==> src/rtl/vga_stream_out.sv <==
// VGA raster generator fed by a valid/ready RGB pixel stream with start-of-frame alignment.
// Define VGA_STREAM_OUT_STATS_EN to add the frame_count / underflow_count statistics ports.
module vga_stream_out #(
  parameter int   COLOR_WIDTH = 4,
  parameter int   H_VISIBLE   = 640,
  parameter int   H_FRONT     = 16,
  parameter int   H_SYNC      = 96,
  parameter int   H_BACK      = 48,
  parameter int   V_VISIBLE   = 480,
  parameter int   V_FRONT     = 10,
  parameter int   V_SYNC      = 2,
  parameter int   V_BACK      = 33,
  parameter logic SYNC_ACTIVE = 1'b0
) (
  input  logic                   clk,
  input  logic                   rst,
  input  logic                   s_valid,
  output logic                   s_ready,
  input  logic                   s_sof,
  input  logic [COLOR_WIDTH-1:0] s_red,
  input  logic [COLOR_WIDTH-1:0] s_grn,
  input  logic [COLOR_WIDTH-1:0] s_blu,
  output logic [COLOR_WIDTH-1:0] vga_red,
  output logic [COLOR_WIDTH-1:0] vga_grn,
  output logic [COLOR_WIDTH-1:0] vga_blu,
  output logic                   vga_hsync,
  output logic                   vga_vsync,
  output logic                   locked,
  output logic                   underflow
`ifdef VGA_STREAM_OUT_STATS_EN
  ,
  output logic [15:0]            frame_count,
  output logic [15:0]            underflow_count
`endif
);

  // Handshake: a pixel transfers on a rising clk edge where s_valid && s_ready;
  // s_valid and the pixel fields must stay stable until that edge.

  localparam int H_WHOLE = H_VISIBLE + H_FRONT + H_SYNC + H_BACK;
  localparam int V_WHOLE = V_VISIBLE + V_FRONT + V_SYNC + V_BACK;
  localparam int HW      = $clog2(H_WHOLE);
  localparam int VW      = $clog2(V_WHOLE);

  localparam logic [HW-1:0] H_LAST  = HW'(H_WHOLE - 1);
  localparam logic [HW-1:0] H_VIS   = HW'(H_VISIBLE);
  localparam logic [HW-1:0] H_SS    = HW'(H_VISIBLE + H_FRONT);
  localparam logic [HW-1:0] H_SE    = HW'(H_VISIBLE + H_FRONT + H_SYNC);
  localparam logic [VW-1:0] V_LAST  = VW'(V_WHOLE - 1);
  localparam logic [VW-1:0] V_VIS   = VW'(V_VISIBLE);
  localparam logic [VW-1:0] V_SS    = VW'(V_VISIBLE + V_FRONT);
  localparam logic [VW-1:0] V_SE    = VW'(V_VISIBLE + V_FRONT + V_SYNC);

  localparam logic [0:0] SYNC_WAIT = 1'b0;
  localparam logic [0:0] RUN       = 1'b1;

  logic [HW-1:0]          h_q, h_d;
  logic [VW-1:0]          v_q, v_d;
  logic [0:0]             state_q, state_d;
  logic [COLOR_WIDTH-1:0] red_q, red_d, grn_q, grn_d, blu_q, blu_d;
  logic                   hsync_q, hsync_d, vsync_q, vsync_d;
  logic                   underflow_q, underflow_d;
  logic                   h_wrap, v_wrap, visible, at_origin, show;

  always_comb begin
    h_wrap    = (h_q == H_LAST);
    v_wrap    = (v_q == V_LAST);
    h_d       = h_wrap ? '0 : h_q + 1'b1;
    v_d       = v_q;
    if (h_wrap) begin
      v_d = v_wrap ? '0 : v_q + 1'b1;
    end
    visible   = (h_q < H_VIS) && (v_q < V_VIS);
    at_origin = (h_q == '0) && (v_q == '0);
    hsync_d   = ((h_q >= H_SS) && (h_q < H_SE)) ? SYNC_ACTIVE : ~SYNC_ACTIVE;
    vsync_d   = ((v_q >= V_SS) && (v_q < V_SE)) ? SYNC_ACTIVE : ~SYNC_ACTIVE;
  end

  // A held SOF pixel is only released at the raster origin; anything else
  // seen while waiting is flushed so the head of the stream lands on a frame start.
  always_comb begin
    state_d     = state_q;
    s_ready     = 1'b0;
    show        = 1'b0;
    underflow_d = 1'b0;
    case (state_q)
      SYNC_WAIT: begin
        if (s_valid) begin
          if (!s_sof) begin
            s_ready = 1'b1;
          end else if (at_origin) begin
            s_ready = 1'b1;
            show    = 1'b1;
            state_d = RUN;
          end
        end
      end
      RUN: begin
        if (visible) begin
          if (!s_valid || (s_sof != at_origin)) begin
            underflow_d = 1'b1;
            state_d     = SYNC_WAIT;
          end else begin
            s_ready = 1'b1;
            show    = 1'b1;
          end
        end
      end
      default: state_d = SYNC_WAIT;
    endcase
    red_d = show ? s_red : '0;
    grn_d = show ? s_grn : '0;
    blu_d = show ? s_blu : '0;
  end

  always_ff @(posedge clk) begin
    if (rst) begin
      h_q         <= '0;
      v_q         <= '0;
      state_q     <= SYNC_WAIT;
      red_q       <= '0;
      grn_q       <= '0;
      blu_q       <= '0;
      hsync_q     <= ~SYNC_ACTIVE;
      vsync_q     <= ~SYNC_ACTIVE;
      underflow_q <= 1'b0;
    end else begin
      h_q         <= h_d;
      v_q         <= v_d;
      state_q     <= state_d;
      red_q       <= red_d;
      grn_q       <= grn_d;
      blu_q       <= blu_d;
      hsync_q     <= hsync_d;
      vsync_q     <= vsync_d;
      underflow_q <= underflow_d;
    end
  end

  assign vga_red   = red_q;
  assign vga_grn   = grn_q;
  assign vga_blu   = blu_q;
  assign vga_hsync = hsync_q;
  assign vga_vsync = vsync_q;
  assign locked    = (state_q == RUN);
  assign underflow = underflow_q;

`ifdef VGA_STREAM_OUT_STATS_EN
  logic [15:0] frame_cnt_q, uf_cnt_q;

  always_ff @(posedge clk) begin
    if (rst) begin
      frame_cnt_q <= '0;
      uf_cnt_q    <= '0;
    end else begin
      if ((state_q == RUN) && h_wrap && v_wrap) begin
        frame_cnt_q <= frame_cnt_q + 1'b1;
      end
      if (underflow_d && (uf_cnt_q != 16'hFFFF)) begin
        uf_cnt_q <= uf_cnt_q + 1'b1;
      end
    end
  end

  assign frame_count     = frame_cnt_q;
  assign underflow_count = uf_cnt_q;
`endif

endmodule

==> config.mk <==
export PLATFORM = sky130hd
export DESIGN_NAME = vga_stream_out
export DESIGN_NICKNAME = d
export VERILOG_FILES = /design/src/rtl/vga_stream_out.sv
export SDC_FILE = /design/constraint.sdc
export NUM_CORES = 1
export LEC_CHECK = 0
export ABC_AREA = 1
export ABC_CLOCK_PERIOD_IN_PS = 1900
export CAP_MARGIN = 25
export CORE_MARGIN = 2
export CORE_UTILIZATION = 51
export DETAILED_ROUTE_END_ITERATION = 16
export PLACE_DENSITY = 0.88
export SKIP_CTS_REPAIR_TIMING = 1
export SYNTH_ARGS = -nofsm -noshare
export SYNTH_HDL_FRONTEND = slang
export SYNTH_SLANG_ARGS = --single-unit
==> constraint.sdc <==
create_clock -name clk -period 1.9 [get_ports clk]
set_input_delay 0.285 -clock clk [delete_from_list [all_inputs] [get_ports clk]]
set_output_delay 0.285 -clock clk [all_outputs]
set_load 0.005 [all_outputs]
==> flow_summary.toml <==
# generated from flow reports
[route]
wl_met2_um = 2490
first_iter_violations = 108
wl_per_cell_um = 13.5
drc_errors = 0
dr.max_layer_used = "met4"
drt-pass1-iter-count = 4
vias_per_cell = 4.97
ant_nets = 0
route.met3.wl_um = 204
drt-met1-wl_um = 1800

[sta]
fin_crit_sh_pct = 121
maxSlewViolCount = 0
tightest_slew_ns = 0.298
hold_viol = 0
fmax_ghz = 0.433
setup_viol = 11
rsz0062_at_grt = "yes"
layout_setup_ws_ns = -0.408
finalCriticalPeriod_ns = 2.31
relSlewSlack_pct = 79.9

[worst_hold_path]
min-delay-path-class = "in2reg"

[clock_network]
htreeDepth = 2
cts_tree = "done"
path_clk_slew_ns = 0.11
clk_latency_ns = 0.35
clock_path_buffers = 2
clockRootBuffer = "clkbuf_4"
cts_buffers = 5

[logic_synthesis]
postSynthSeqShare_pct = 41.3
syn_nets = 240
top_area_share_pct = 41.3
post_synth_inst_count = 218
topCellsByArea = "dfxtp_1 41%, nand2_1 10%, a21boi_2 6.4%, inv_1 6.0%, nor2_1 5.4%"
ys_cells = 218
synth_area_um2 = 1750
yosysWarnings = 0
yosys_area_um2 = 1750
top_area_cell = "dfxtp_1"
async_flop_share_pct = 0
syn_area_per_cell_um2 = 8.01
synth.distinct_cells = 29
postSynthRegisterBits = 36
flop_cell = "dfxtp_1"

[layout]
finish.utilization_pct = 76.7
final_cell_mix = "46 x nand2_1, 41 x buf_4, 32 x dfxtp_1"
final_cell_area_um2 = 2540
area_growth_pct = 45.4
post_route_cells_drive_above_1_share_pct = 32.6
fin_nets = 319
antenna_cells = 0
layout_top_cell = "nand2_1"

[global_route]
grt_pass1_wl_um = 7470
grt-ovfl-total = 0
antenna_found_initial = 0
grt_usage_pct = 24.3
first_global_vias = 1713
grt_start_max_net_pins = 14

[place]
portBuffers = 32
gp_congestion = 0.877
dpl_cell_area_um2 = 2410
hpwl_um = 3390

[run]
tool_warnings = 30
cap_violations = 0

[worst_setup_path]
start_kind = "flop"
crit_path_end_kind = "output port"
path_class = "reg2out"
crit_arrival_ns = 2.02
required_ns = 1.62
cp_max_fo = 2

[floorplan]
std_cell_rows = 21
io_pins = 33
die_w_um = 62.5
core_um2 = 3310
fp_util_pct = 52.8
die_area_um2 = 3910
die_h_um = 62.5

[status]
outcome = "complete, but fails checks"
violations = "negative setup slack"

[power_and_ir_drop]
peakVddDrop_mv = 0.548
p_per_area_nw_per_um2 = 544
p_leak_nw = 1.07
[power by group]
part | total [mW] | switching [mW] | leakage (nW) | internal, mW
logic | 0.149 | 0.0628 | 0.738 | 0.0861
clock network | 0.457 | 0.275 | 0.0386 | 0.183
registers | 0.775 | 0.00565 | 0.293 | 0.769
[stage by stage]
step / TNS (ns) / worst slack, ns / power, mW / instances / hold slack [ns]
after floorplan: 0 / 0.170 / 0.849 / 218 / 0.352
after global placement: -0.317 / -0.317 / 0.929 / 333 / 0.471
after detailed placement: -0.979 / -0.398 / 0.935 / 333 / 0.478
after CTS: -1.82 / -0.806 / 1.38 / 341 / 0.478
after global routing: -3.12 / -0.566 / 1.45 / 344 / 0.463
final: -1.37 / -0.408 / 1.38 / 344 / 0.485
[path summary, 6_finish.rpt]
path | startpoint | end | slack (ns) | cells past startpoint
setup reg to reg | v_q[1]$_SDFFE_PP0P_ | vga_red[2]$_SDFF_PP0_ | -0.13 | 12
hold / removal | s_blu[1] | vga_blu[1]$_SDFF_PP0_ | 0.49 | 2
setup / recovery | v_q[1]$_SDFFE_PP0P_ | s_ready | -0.41 | 11
hold reg to reg | locked$_SDFF_PP0_ | locked$_SDFF_PP0_ | 0.50 | 2
[state kept, by name, indices dropped and copies added (netlist names)]
signal	count
h_q	10
vga_red	4
vga_vsync	1
underflow	1
vga_hsync	1
locked	1
vga_blu	4
v_q	10
vga_grn	4
[per-layer routing]
layer	global-route usage, %	vias up
met5	0	-
met3	6.31	14
met2	42.3	46
li1	-	858
met4	12.8	0
met1	27.2	791
[cell usage after synthesis (2+ instances only)]
library cell / number
a21boi_0: 2
a21boi_2: 10
a21oi_1: 4
a21oi_2: 3
buf_6: 2
dfxtp_1: 36
ha_1: 6
inv_1: 28
inv_2: 2
nand2_1: 47
nand2_2: 3
nand3_1: 10
nand3_2: 6
nand4_1: 8
nor2_1: 25
nor2_2: 4
nor2_4: 2
nor3_1: 2
o21ai_0: 4
o21ai_1: 3
o22ai_2: 2
xor2_1: 2
[critical path, stage by stage (launching register included)]
cell and delay, ns:
dfxtp_2 0.34, inv_2 0.07, ha_4 0.13, nand4_1 0.08, nor2_1 0.17, nand4_1 0.13
ha_1 0.32, nand2_2 0.06, nor2_2 0.12, nand2_1 0.06, o21ai_1 0.06, buf_2 0.12
[cells by family after synthesis]
family | after synthesis | synth area share (%)
compound gates | 29 | 13.9
simple gates | 111 | 31.0
xor+xnor | 2 | 1.00
flops | 36 | 41.3
fa+ha+maj | 6 | 4.30
buf+inv | 34 | 8.52
[area by class of cell]
type,count,area (um^2)
Tap cell,46,57.6
Multi-Input combinational cell,148,905
Fill cell,215,771
Sequential cell,36,726
Inverter,31,119
Clock inverter,2,13.8
Timing Repair Buffer,75,668
Clock buffer,6,51.3
Fig. 1: M1 wires
Bar = 20 um. Cells faint in the background.
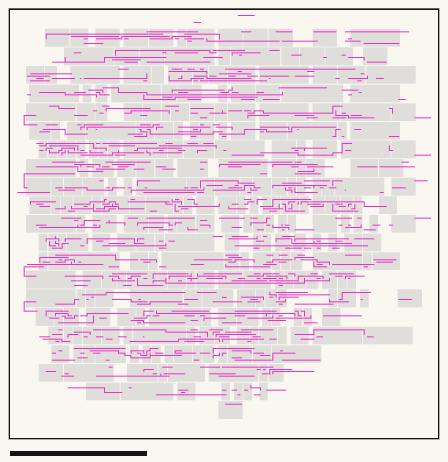
- main direction: horizontal
- longest straight run: 20.2 um
- wire length on this layer: 1800 um
- share of all routed wire: 39%
met1 Use GR: 27.2%
via count: 1709
routed wire length: 4640 um

Fig. 2: the metal 2 layer
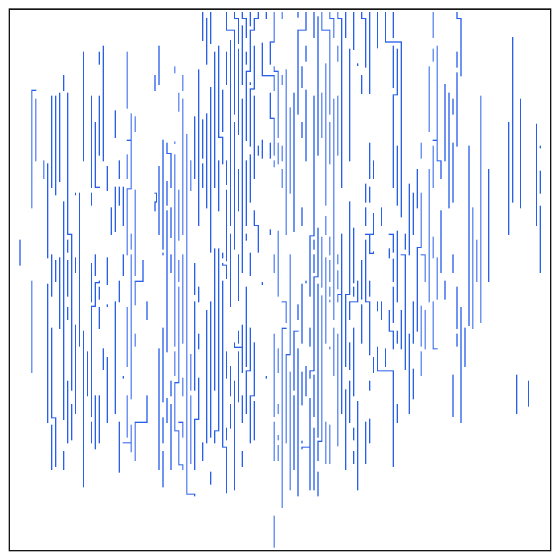
- wire length on this layer: 2490 um
- nets with wire on the layer: 269
- longest straight run: 41.6 um
- main direction: vertical
- share of all routed wire: 54%
GR Util met2: 42.3%

Fig. 3: met3 routing
Bar = 20 um.
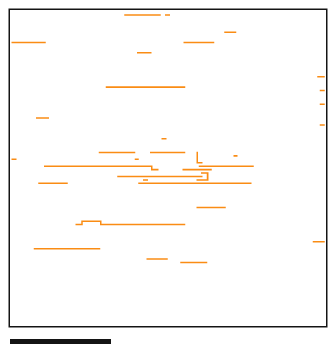
- main direction: horizontal
- share of all routed wire: 4.4%
- longest straight run: 22.1 um
- nets with wire on the layer: 23
met3 GRT Util: 6.31%

Fig. 4: the metal 4 layer
Bar = 20 um.
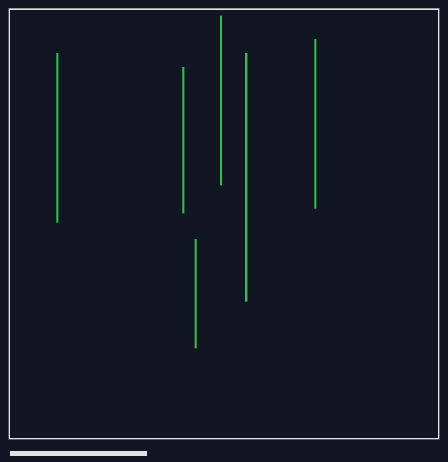
- share of all routed wire: 3.2%
- nets with wire on the layer: 6
- main direction: vertical

Fig. 5: the clock network
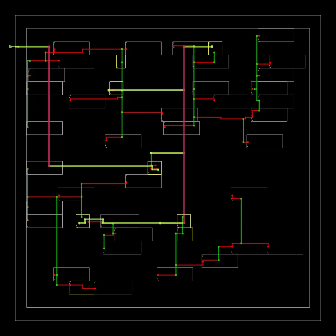
Flops: 36
Sink Count: 36
Post-Route Skew: 0.00673 ns

No activity file was given, so power comes from the tool's default toggle rates.
